--- src/rtl/sweep_tracker.sv ---
// Two-axis sweep/peak tracker: steps H then V across [POS_MIN,POS_MAX], settles,
// samples the ADC once per step and keeps the largest sample with its position.
module sweep_tracker #(
    parameter int ADC_W   = 12,
    parameter int POS_W   = 32,
    parameter int POS_MIN = 50000,
    parameter int POS_MAX = 250000,
    parameter int STEP    = 1000,
    parameter int SETTLE  = 24414,
    parameter int HYST    = 0,
    parameter int TIMEOUT = 100000
) (
    input  logic             CLK,
    input  logic             RESET,
    input  logic             START,
    input  logic             ABORT,
    input  logic             ADC_VALID,
    input  logic [ADC_W-1:0] ADC_DATA,
    output logic [POS_W-1:0] POS_H,
    output logic [POS_W-1:0] POS_V,
    output logic [ADC_W-1:0] MAX_V,
    output logic             AXIS,
    output logic             BUSY,
    output logic             DONE,
    output logic             ERR,
    output logic [2:0]       STAT
);

    localparam int CNT_MAX = (SETTLE > TIMEOUT) ? SETTLE : TIMEOUT;
    localparam int CNT_W   = $clog2(CNT_MAX + 1);

    localparam logic [POS_W-1:0] POS_MIN_P   = POS_W'(POS_MIN);
    localparam logic [POS_W:0]   POS_MAX_X   = (POS_W+1)'(POS_MAX);
    localparam logic [POS_W:0]   STEP_X      = (POS_W+1)'(STEP);
    localparam logic [ADC_W:0]   HYST_X      = (ADC_W+1)'(HYST);
    localparam logic [CNT_W-1:0] SETTLE_LAST = CNT_W'(SETTLE - 1);
    localparam logic [CNT_W-1:0] TMO_LAST    = CNT_W'(TIMEOUT - 1);
    localparam logic [CNT_W-1:0] CNT_ONE     = CNT_W'(1);

    typedef enum logic [2:0] {
        S_IDLE   = 3'd0,
        S_SETTLE = 3'd1,
        S_SAMPLE = 3'd2,
        S_STEP   = 3'd3,
        S_NEXT   = 3'd4,
        S_FIN    = 3'd5
    } state_t;

    state_t           state_reg;
    logic [POS_W-1:0] pos_h_reg, pos_v_reg;
    logic [POS_W-1:0] best_h_reg, best_v_reg;
    logic [ADC_W-1:0] max_reg;
    logic [CNT_W-1:0] cnt_reg;
    logic             axis_reg, busy_reg, done_reg, err_reg, first_reg;

    logic [POS_W:0]   step_sum;
    logic             sample_wins;

    // One bit of headroom on both sums so neither the step nor the hysteresis threshold wraps.
    always_comb begin
        step_sum    = (axis_reg ? {1'b0, pos_v_reg} : {1'b0, pos_h_reg}) + STEP_X;
        sample_wins = first_reg || ({1'b0, ADC_DATA} > ({1'b0, max_reg} + HYST_X));
    end

    always_ff @(posedge CLK) begin
        done_reg <= 1'b0;
        if (RESET) begin
            state_reg  <= S_IDLE;
            pos_h_reg  <= POS_MIN_P;
            pos_v_reg  <= POS_MIN_P;
            best_h_reg <= POS_MIN_P;
            best_v_reg <= POS_MIN_P;
            max_reg    <= '0;
            cnt_reg    <= '0;
            axis_reg   <= 1'b0;
            busy_reg   <= 1'b0;
            err_reg    <= 1'b0;
            first_reg  <= 1'b0;
        end else if (state_reg == S_IDLE) begin
            if (START) begin
                state_reg  <= S_SETTLE;
                pos_h_reg  <= POS_MIN_P;
                pos_v_reg  <= POS_MIN_P;
                best_h_reg <= POS_MIN_P;
                best_v_reg <= POS_MIN_P;
                max_reg    <= '0;
                cnt_reg    <= '0;
                axis_reg   <= 1'b0;
                busy_reg   <= 1'b1;
                err_reg    <= 1'b0;
                first_reg  <= 1'b1;
            end
        end else if (ABORT) begin
            // Positions and peak stay frozen where the sweep was interrupted.
            state_reg <= S_IDLE;
            busy_reg  <= 1'b0;
            cnt_reg   <= '0;
        end else begin
            case (state_reg)
                S_SETTLE: begin
                    if (cnt_reg == SETTLE_LAST) begin
                        cnt_reg   <= '0;
                        state_reg <= S_SAMPLE;
                    end else begin
                        cnt_reg <= cnt_reg + CNT_ONE;
                    end
                end
                S_SAMPLE: begin
                    if (ADC_VALID) begin
                        if (sample_wins) begin
                            max_reg <= ADC_DATA;
                            if (axis_reg) best_v_reg <= pos_v_reg;
                            else          best_h_reg <= pos_h_reg;
                        end
                        first_reg <= 1'b0;
                        cnt_reg   <= '0;
                        state_reg <= S_STEP;
                    end else if (cnt_reg == TMO_LAST) begin
                        err_reg   <= 1'b1;
                        busy_reg  <= 1'b0;
                        cnt_reg   <= '0;
                        state_reg <= S_IDLE;
                    end else begin
                        cnt_reg <= cnt_reg + CNT_ONE;
                    end
                end
                S_STEP: begin
                    if (step_sum <= POS_MAX_X) begin
                        if (axis_reg) pos_v_reg <= step_sum[POS_W-1:0];
                        else          pos_h_reg <= step_sum[POS_W-1:0];
                        state_reg <= S_SETTLE;
                    end else begin
                        state_reg <= S_NEXT;
                    end
                end
                S_NEXT: begin
                    // POS_MIN on V was already covered by the H sweep, so V resumes via STEP.
                    if (!axis_reg) begin
                        pos_h_reg <= best_h_reg;
                        axis_reg  <= 1'b1;
                        state_reg <= S_STEP;
                    end else begin
                        pos_v_reg <= best_v_reg;
                        done_reg  <= 1'b1;
                        state_reg <= S_FIN;
                    end
                end
                S_FIN: begin
                    busy_reg  <= 1'b0;
                    state_reg <= S_IDLE;
                end
                default: begin
                    busy_reg  <= 1'b0;
                    state_reg <= S_IDLE;
                end
            endcase
        end
    end

    assign POS_H = pos_h_reg;
    assign POS_V = pos_v_reg;
    assign MAX_V = max_reg;
    assign AXIS  = axis_reg;
    assign BUSY  = busy_reg;
    assign DONE  = done_reg;
    assign ERR   = err_reg;
    assign STAT  = state_reg;

endmodule

--- config.mk ---
export PLATFORM = sky130hd
export DESIGN_NAME = sweep_tracker
export DESIGN_NICKNAME = d
export VERILOG_FILES = /design/src/rtl/sweep_tracker.sv
export SDC_FILE = /design/constraint.sdc
export NUM_CORES = 1
export LEC_CHECK = 0
export CAP_MARGIN = 20
export CORE_AREA = 2 2 121 170
export CTS_BUF_LIST = sky130_fd_sc_hd__clkbuf_2
export DETAILED_ROUTE_END_ITERATION = 12
export DIE_AREA = 0 0 123 172
export PLACE_DENSITY = 0.68
export SLEW_MARGIN = 15
export SYNTH_ARGS = -nofsm -noshare
export SYNTH_HDL_FRONTEND = slang
export SYNTH_SLANG_ARGS = --single-unit
--- constraint.sdc ---
create_clock -name CLK -period 4.7 [get_ports CLK]
set_clock_uncertainty 0.2 [all_clocks]
set_input_delay 0.47 -clock CLK [delete_from_list [all_inputs] [get_ports CLK]]
set_output_delay 0.47 -clock CLK [all_outputs]
set_load 0.03 [all_outputs]
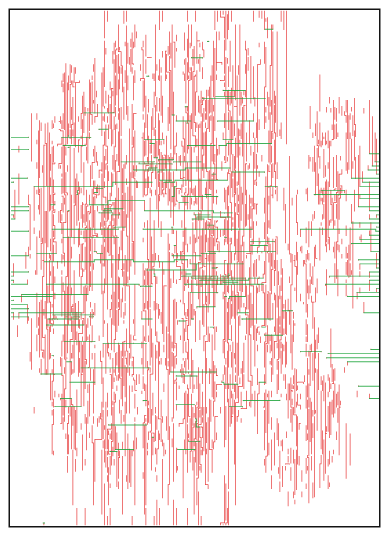
run_1/layers.png
Drawn at 3 px/µm. Two of the layers only.
legend:
  M2:
    colour: red
    wire_length: 13,100 µm
  M3:
    colour: green
    wire_length: 1,420 µm
Vias: 8,390
Total GRT Usage: 24.99%

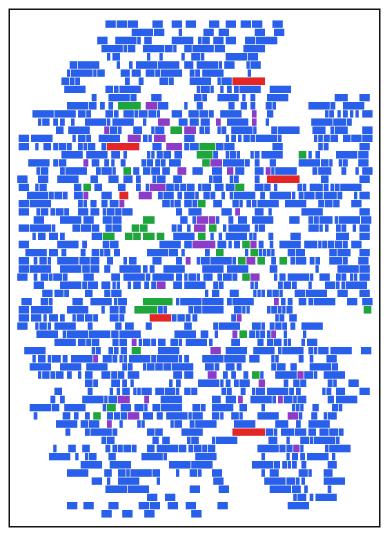
run_1/sizing.png
Drawn at 3 px/µm.
legend:
  x2:
    colour: purple
    cells: 47
    most_used: clkbuf_2
  x3 and x4:
    colour: green
    cells: 35
    most_used: buf_4
  x1 and smaller:
    colour: blue
    cells: 1,041
    most_used: dfxtp_1
  x6 and larger:
    colour: red
    cells: 6
    most_used: bufinv_16

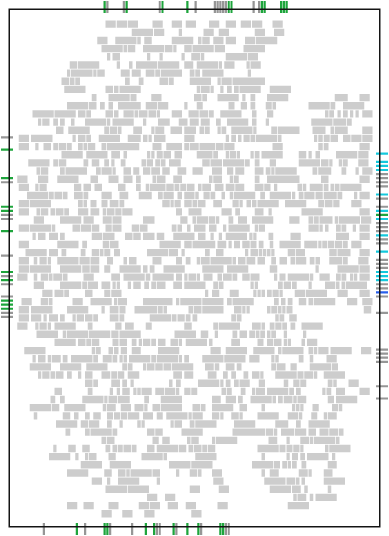
run_1/pinout.png
Drawn at 3 px/µm. Pins as bars across the die edge, other pins in grey.
legend:
  ERR:
    colour: blue
    pins: 1
    direction: output
    edge: right
  MAX_V:
    colour: cyan
    pins: 12
    direction: output
    edge: right
  POS_H:
    colour: green
    pins: 32
    direction: output
    edge: 11 top, 10 bottom, 10 left, 1 right
all pins by edge: 38 right, 22 top, 20 bottom, 20 left

[run 1: worst paths after layout]
kind / cells past startpoint / end / slack [ns]
hold reg to reg: 2 / POS_V[13] / 0.29
setup / recovery: 11 / POS_V[15] / 0.44
hold / removal: 3 / MAX_V[0] / 0.04
setup reg to reg: 11 / POS_V[15] / 0.44
[run 1: per-layer routing]
metal,wire length [µm],track usage [%]
met1,10860,29.32
met2,13110,43.41
met3,1419,4.189
met4,1107,12.80
met5,0,0
[run 1: what timing repair did]
action                                  in CTS  in global routing
endpoints found under the hold margin       37                  0
endpoints found under the setup margin       0                  0
hold buffers                                 1                  0
buffers inserted                             0                  0
[run 1: cells by family (layout without fill, tap and decap cells)]
group | count (synthesis) | count (layout) | synth area share (%)
XOR/XNOR | 40 | 40 | 4.030
other | 0 | 1 | 0
multiplexers | 42 | 42 | 5.081
AND/OR/NAND/NOR | 349 | 349 | 19.52
AND-OR/OR-AND | 336 | 336 | 25.98
adder cells (fa/ha/maj) | 15 | 15 | 2.159
flip-flops | 165 | 165 | 38.00
buffers and inverters | 104 | 182 | 5.239
[run 1: worst reg2reg max path, stage by stage, from the launching register on]
cell and delay [ns]:
dfxtp_2 0.68, buf_4 0.28, mux2_4 0.37, a2111o_1 0.52, nand4_1 0.16, xor2_1 0.10, nor4_1 0.34, nand4b_1 0.27
o41a_4 0.65, nor2_4 0.16, buf_4 0.27, mux2i_1 0.22
[run 1: through the flow]
step           worst slack [ns]  hold WS, ns
5_1_grt                  0.2189      0.03277
3_5_place_dp             0.5223       0.2545
2_1_floorplan           0.06915       0.2359
3_3_place_gp             0.5709       0.2471
6_report                 0.4423      0.04497
4_1_cts                  0.5046      0.02673
==> metrics.cfg, run 1 <==
[outcome]
outcome=complete, no violations

[floorplanning]
rows=61
ios=100
fp_util_pct=44.15
die_area_um2=21160
dieHeight_um=172
die-width_um=123

[global_routing]
antenna_found_initial=1
grt-ovfl-total=0
grt_start_max_net_pins=81

[synth]
ys.flop_type=dfxtp_1
yosysTopAreaCell=dfxtp_1
ys_top_cells_by_count=dfxtp_1, nor2_1, a21oi_1
postSynthCellCount=1051
edf_count=0
yosysTopAreaCellShare_pct=38.00
ys_chip_area_um2=8693
ys_warn_count=0
most_common_cell=dfxtp_1
synth_area_um2=8693
fp_nets=1083
area_leaders=dfxtp_1, nor2_1, a21oi_1
yosysCellCount=1051

[clocking]
cts_tree=built
cts-root-buf=clkbuf_2
clk_path_buf_depth=2
clkTransAtPathRegs_ns=0.23
clk-insertion-delay-late_ns=0.81
ctsHtreeMaxLevel=4
cts_sinks=165
cts_made_buffers=17

[route]
drc=0
wl_per_cell_um=19.17
dr.pass1.iters=5
vias_per_cell=6.071

[finish]
final_cell_mix=dfxtp_1, nor2_1, a21oi_1
post-route-util_pct=51.47
layout_top_cell=dfxtp_1
bufAreaShareNonClock_pct=11.60
fin_nets=1148
seq_area_um2=3304
drive_gt1_share_pct=7.795
fill_cells=1898
inv_count=28
final_cells=1382
largest_class=logic gates
flops=165
finish.instance_area_um2=10140

[placement]
placedCellCount=1348
port_buffers=99
gp_congestion=0.9758
placed_area_um2=9849

[timing]
setup_violations=0
rsz0062_at_grt=no
fmax_mhz=234.9
hold_violations=0
worst_pin_slew_ns=1.027
relSlewSlack_pct=31.09
setup_tns_ns=0
drv_slew=0
min_period_over_period_pct=90.59

[worst_setup_path]
crit_path_start_kind=register
cp.required_ns=5.24
cp_top_family=AND-OR/OR-AND gates
crit_chain=buf_4, mux2_4, a2111o_1, nand4_1, xor2_1, nor4_1, nand4b_1, o41a_4, nor2_4, buf_4, mux2i_1
slowest_stage=dfxtp_2
cp-end-kind=register
worst-path-buf-inv=2
crit_top_cell=buf_4

[power]
powerComb_uw=691
p_int_mw=2.062
power_mw=3.114
seq-power_mw=1.55
p_per_area_nw_per_um2=307.3
leakagePower_nw=3.335
peakVddDrop_mv=0.1489
netSwitchingPower_mw=1.052
pwr-share-comb_pct=22.2
p_clk_share_pct=28.1
top_power_group=registers

[hold_path]
worstHoldStart=ADC_DATA[0]
hp-class=in2reg

[flow_run]
maxCapViolations=0
log.warning_count=27

run_1/port_trees.png
Drawn at 1.5 px/µm.
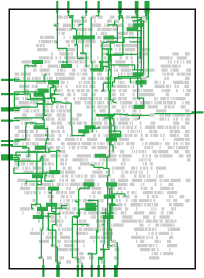

==> inputs of run 2 (changes only) <==
--- a/config.mk
+++ b/config.mk
@@ -6,11 +6,11 @@
 export NUM_CORES = 1
 export LEC_CHECK = 0
 export CAP_MARGIN = 20
-export CORE_AREA = 2 2 121 170
+export CORE_AREA = 2 2 112 157
 export CTS_BUF_LIST = sky130_fd_sc_hd__clkbuf_2
 export DETAILED_ROUTE_END_ITERATION = 12
-export DIE_AREA = 0 0 123 172
-export PLACE_DENSITY = 0.68
+export DIE_AREA = 0 0 114 159
+export PLACE_DENSITY = 0.78
 export SLEW_MARGIN = 15
 export SYNTH_ARGS = -nofsm -noshare
 export SYNTH_HDL_FRONTEND = slang
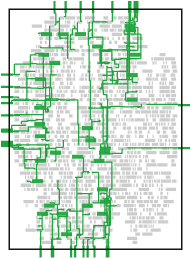
run_2/port_trees.png
Drawn at 1.5 px/µm.
legend:
  POS_H:
    colour: green
    bits: 32
    direction: output
    edge: 10 bottom, 10 top, 10 left, 2 right
    end_cells: 32
    buffers: 32
    wire: 2,380 µm

==> run 2 against run 1 <==
Against the previous run: non-clock buffer count grew 6; clock power grew 8.6%; sequential power is essentially flat; largest cell class unchanged; total power grew 2.7%; die size shrank 14%; largest power group unchanged; setup slack lost 0.050 ns.
==> metrics.cfg, run 2 <==
[floorplanning]
ios=100  ; unchanged
fp_util_pct=52.13  ; +8.0 points
dieHeight_um=159  ; -7.6%
die_area_um2=18130  ; -14%

[synth]
yosysCellCount=1051  ; unchanged
mux_share_pct=5.081  ; unchanged
ys_sh_aoi_pct=25.98  ; unchanged
postSynthCellCount=1051  ; unchanged
synth_area_um2=8693  ; unchanged
edf_count=0  ; unchanged
adder_share_pct=2.159  ; unchanged
yosysTopAreaCellShare_pct=38.00  ; unchanged
ys.flop_type=dfxtp_1
ys_chip_area_um2=8693  ; unchanged
fp_nets=1083  ; unchanged
ys_sh_simple_pct=19.52  ; unchanged
most_common_cell=dfxtp_1
yosysTopAreaCell=dfxtp_1

[worst_setup_path]
slowest_stage=dfxtp_2
r2r_slack_ns=0.39  ; -0.05 ns
cp-end-kind=register
worst-path-buf-inv=2  ; unchanged
cp_num_cells=11  ; unchanged
crit_chain=buf_12, mux2_4, a211o_1, o2111ai_1, xor2_1, nor4_1, nand4b_1, o41a_4, buf_4, nor4_1, a31o_1
endpoint=POS_H[10]
crit_path_start_kind=register
cp_top_family=AND-OR/OR-AND gates

[placement]
place_ws_ns=0.5428  ; +0.02049 ns
gp_congestion=0.9894  ; +1.4%
placed_area_um2=9838  ; -0.11%
port_buffers=99  ; unchanged

[timing]
fmax_mhz=232.1  ; -1.2%
hold_slack_ns=0.04476  ; -0.0002110 ns
drv_slew=0  ; unchanged
rsz0062_at_grt=no
fin_ws_ns=0.3922  ; -0.05008 ns

[outcome]
outcome=complete, no violations

[power]
powerComb_uw=701  ; +1%
pwr-share-comb_pct=21.9  ; -0.3 points
p_clk_share_pct=29.7  ; +1.6 points
p_int_mw=2.124  ; +3.0%
top_power_group=registers
peakVddDrop_mv=0.1898  ; +27%
leakagePower_nw=3.372  ; +1.1%

[finish]
fin_nets=1154  ; +0.52%
finish.instance_area_um2=10180  ; +0.41%
post-route-util_pct=61.03  ; +9.6 points
drive_gt1_share_pct=8.458  ; +0.66 points

[global_routing]
grt-ovfl-total=0  ; unchanged
antenna_found_initial=1  ; unchanged
use_met2_pct=48.27  ; +4.9 points
grt_start_max_net_pins=79  ; -2.5%

[route]
vias_per_cell=6.350  ; +4.6%
drc=0  ; unchanged
vias=8503  ; +1.3%
dr.pass1.iters=6  ; +1
wl_per_cell_um=19.47  ; +1.6%

[clocking]
clkTransAtPathRegs_ns=0.24  ; about the same
cts-root-buf=clkbuf_2
cts_made_buffers=17  ; unchanged
cts_sinks=165  ; unchanged
clk-insertion-delay-late_ns=0.79  ; -0.02 ns
cts_tree=built
clk_path_buf_depth=2  ; unchanged

[flow_run]
log.warning_count=27  ; unchanged
maxCapViolations=0  ; unchanged

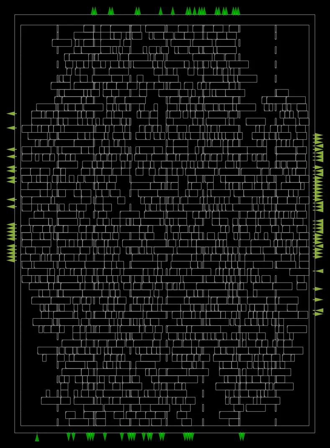
run_2/placed.png
final std cells w/o fill: 1,339
Flops: 165
fillers: 1,475
Core ar.: 16,680 µm²

## run 2: netlist changes by cell type in the layout (fill, tap and decap cells not counted), sizes merged
cell | before | now
inv | 27 | 29
buf | 23 | 29
clkinv | 10 | 5
clkinvlp | 1 | 4
clkbuf | 18 | 17
bufinv | 4 | 5
## run 2: tightest hold or removal path: cells and delay by family
family / cells / cell delay, ns
compound gates: 1 / 0.05
buf+inv: 1 / 0.42
simple gates: 1 / 0.07
## run 2: area by class of cell
cell class                 instances  area [µm²]
fill                            1475        6499
multi-input combinational        782        4959
sequential                       165        3304
timing repair buffer             128        1241
tap                              203       254.0
clock inverter                    15       226.5
inverter                          28       105.1
clock buffer                      17       85.08
antenna                            1       2.502
## run 2: repair_timing
| action | in CTS | in global routing |
|---|---|---|
| hold buffers | 1 | 0 |
| endpoints found under the hold margin | 37 | 0 |
| setup buffers | 0 | 0 |
## run 2: cells by family after synthesis
kind of cell	after synthesis
xor gates and xnor gates	40
buffers and inverters	104
adders and majority gates	15
muxes	42
AOI/OAI and AO/OA	336
and+or+nand+nor	349
DFF	165
## run 2: worst min-delay path by stage
stage	start	endpoint	slack, ns	depth (start not counted)
floorplan	best_h_reg[14]	best_h_reg[14]	0.24	2
global placement	best_v_reg[6]	best_v_reg[6]	0.25	2
detailed placement	best_v_reg[6]	best_v_reg[6]	0.25	2
CTS	ADC_DATA[0]	MAX_V[0]	0.02	3
global route	ADC_DATA[0]	MAX_V[0]	0.07	3
finish	ADC_DATA[0]	MAX_V[0]	0.04	3
## run 2: routing by layer
layer	wire length [µm]	vias up	part of all wire (%)
met5	0	-	0
met4	1063	0	4.1
met3	1756	87	6.7
met1	10400	4030	40
met2	12850	375	49
li1	-	4011	-
No activity file was given, so power comes from the tool's default toggle rates.
